==> config.mk <==
export PLATFORM = sky130hd
export DESIGN_NAME = cic_decim_ctrl
export DESIGN_NICKNAME = d
export VERILOG_FILES = /design/src/rtl/cic_decim_ctrl.sv
export SDC_FILE = /design/constraint.sdc
export NUM_CORES = 1
export LEC_CHECK = 0
export CAP_MARGIN = 20
export CORE_MARGIN = 2
export CORE_UTILIZATION = 45
export DETAILED_ROUTE_END_ITERATION = 16
export PLACE_DENSITY_LB_ADDON = 0.08
export REMOVE_ABC_BUFFERS = 1
export SKIP_CTS_REPAIR_TIMING = 1
export SLEW_MARGIN = 30
export SYNTH_ARGS = -nofsm -noshare
export SYNTH_HDL_FRONTEND = slang
export SYNTH_SLANG_ARGS = --single-unit
export TNS_END_PERCENT = 30
==> constraint.sdc <==
create_clock -name clk_i -period 3.02 [get_ports clk_i]
set_input_delay 0.604 -clock clk_i [delete_from_list [all_inputs] [get_ports clk_i]]
set_output_delay 0.604 -clock clk_i [all_outputs]
set_load 0.005 [all_outputs]
Cell placement:
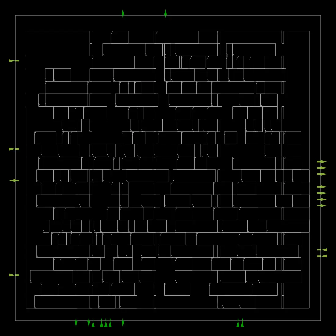
row count: 22
final-layout fill cell count: 315
flop count: 30
post-route core utilization: 60.1%
# Taps: 48

Wires at chosen ports, followed through buffers:
(4 px per µm)
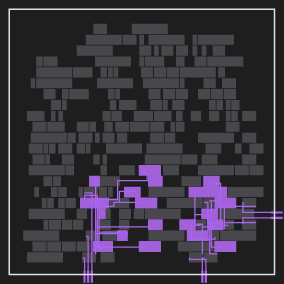
| port | color | direction | edge | end cells | buffers | wire |
|---|---|---|---|---|---|---|
| `cfg_r_i` | purple | input | 5 bottom, 2 right | 22 | 11 | 309 µm |
# IOs: 24
I/O Buffers: 23

Drive-strength map:
(8 px per µm)
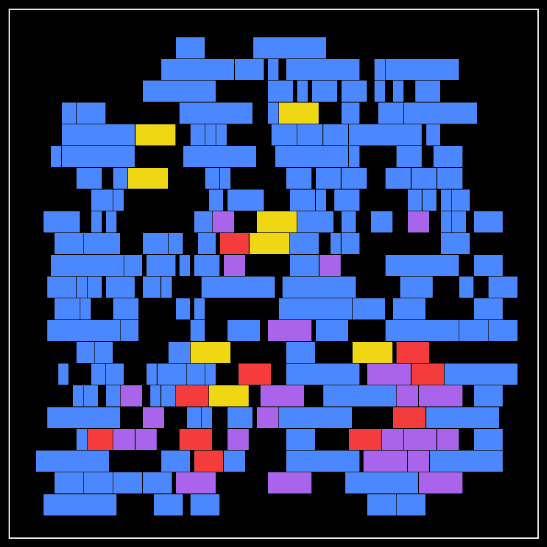
| size | color | cells | share |
|---|---|---|---|
| _6 and larger | yellow | 8 | 4.0% |
| _2 cells | red | 10 | 5.0% |
| _0 and _1 cells | blue | 159 | 80% |
| _3 and _4 cells | purple | 23 | 12% |
area grow syn2layout: 27.5%
design area: 0.00220 mm²
min setup slack post-route: 71.5 ps

Pin map:
(8 px per µm) Pins as bars across the die edge, other pins in gray.
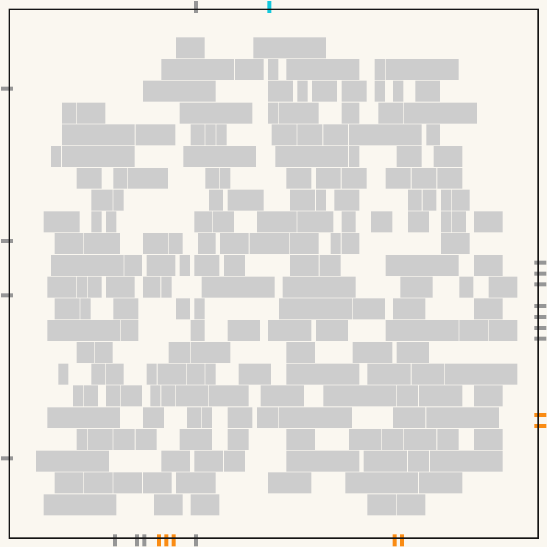
| port | color | pins | direction | edge |
|---|---|---|---|---|
| `out_valid_o` | cyan | 1 | output | top |
| `cfg_r_i` | orange | 7 | input | 5 bottom, 2 right |
all pins by edge: 9 bottom, 9 right, 4 left, 2 top
die width: 65.9 µm
Die Y: 65.9 µm

==> run notes <==
impl run done, here's what came out: sequential-to-total area share from yosys stat=a little over two fifths, Synth Area in Adders=2.90%, fin nets=between 200 and 250, logic area=slightly above 900 µm², Synth cell types=between 40 and 50, first-pass GRT wire length=about 6.4 mm, AO/OA Area Share=between 10% and 20%, CP Launch Type=input port, drt first pass iters=4, OpenROAD warnings=26, Yosys top cell by area=dfrtp_1, vias=around 1300, crit path DAT=3110 ps, clkbuf count=8, DRT iter0 DRCs=around 53, Placed Instances=between 200 and 250, Final Wtd Congestion=between 0.7 and 0.8, Post-synth top cells=30 x dfrtp_1, 14 x nor2_1, 10 x nand2_1, 10 x xnor2_1, yosys warns=0, Leakage Power=0.995 nW, # setup viols final=0, CTS tree=yes, Largest cell class=multi-input combinational cells, clk root buf=clkbuf_8, largest net degree at the start of global routing=31, Synth top cell by count=dfrtp_1, Max VDD drop=about 400 µV, share of layout cells above drive strength 1=between 20% and 30%, Detailed Route WL=3.60 mm, Top area cell types=dfrtp_1 44%, mux2_4 6.1%, xnor2_1 5.1%, grt total ovfl=0, Area after DPL=between 0.002 and 0.0025 mm², Rel. slew slack=between 50% and 60%, post-synthesis average cell area=roughly 11 µm², max incr delay on CP=about 560 ps, mapped cell area=0.00173 mm², number of synthesized register bits=30, RSZ-0062 raised after global routing=false, Comb gates=between 100 and 150, logic share of the area=41.9%, XOR Share, Synth=around 7.6%, yosys cell count=around 160, maxcap violations=0, worst-margin pin slew=between 700 and 800 ps, synthesized instance count=~160, MUX area fraction=between 10% and 20%, Reg area=about 750 µm², non-clock buffer count=37, Non-Filler Instances=roughly 250, gr usage total=19.2%, ys async rst share=100%, Min-Delay Path Class=register to register, R2R cell count=8, Post-synth top flop=dfrtp_1, YS chip area=0.00173 mm², Seq area share=34.1%, H-tree levels=2, post-place setup slack=-213 ps, Simple Share, Synth=around 17%, DRC Markers=0, Clock buf/inv share=under 10%, WS Path Type=input port to register, initial antenna violation count=0, die footprint=~0.0043 mm², hold path cells=1, Antenna Cells=0, worst-path fanout max=7, Layout non-clock buf frac=between 10% and 20%, fmax=between 0.3 and 0.4 GHz, starting density of the core=47.1%, detailed placement HPWL=about 2.7 mm, total power=between 2 and 2.5 mW, Slowest-stage cell, CP=or4_4, Inverters=6, clock tree buffer depth=2, crit share post-route=about 98%, Top cells excl fill/tap=30 x dfrtp_1, 23 x clkdlybuf4s50_1, 14 x nor2_1, 14 x buf_4, Power Density=947 mW/mm², Clock Skews=just over 3 ps, Reg clk slew, reported paths=~60 ps, Setup TNS Final=0 ps, Core Footprint=approximately 0.0037 mm², crit path cell chain=clkdlybuf4s50_1 -> or4_4 -> or4b_4 -> a21boi_2 -> or3b_1 -> buf_4 -> mux2_4, Top-area cell share=between 40% and 50%, most frequent logic cell in the layout=dfrtp_1, Reg2Reg Setup Slack=300 ps, CP endpoint kind=register, DR vias/cell=between 5 and 6, drt wl/cell=14.5 µm, cts bufs inserted=5, Fin. Hold Viols=0, Clock Latency Late Sink=between 200 and 300 ps, vias in the first global route=1386, Routed Antenna Nets=0, outcome=complete, no violations, Slew Limit Fails=0, dominant kind of combinational cell=simple AND/OR/NAND/NOR gates, EDFF count, synth=0, clk sinks=30, CP required=3180 ps, Tmin final=just under 3000 ps
[report_power, final]
| part | switching [mW] | internal, mW |
|---|---|---|
| clock network | 0.149 | 0.230 |
| logic | 0.440 | 0.559 |
| registers | 0.162 | 0.542 |
| total | 0.752 | 1.33 |
[per-stage QoR]
stage / util (%) / hold slack [ps]
floorplan: - / 476
finish: 60.1 / 513
global placement: 57.1 / 495
CTS: 60.1 / 514
global route: 60.1 / 533
detailed placement: 57.1 / 493
[per-layer routing]
metal	GRT usage, %	up-vias	wire length, µm
li1	-	649	-
met1	24.8	656	1670
met2	32.4	22	1810
met3	4.60	2	109
met4	4.69	0	17
met5	0	-	0
[worst max-delay path: cells and delay by family]
family                 cells  cell delay, ps
multiplexers               1             300
buffers and inverters      2             610
AND/OR/NAND/NOR            3            1440
AND-OR/OR-AND              1             150
Power and IR drop assume default switching activity.
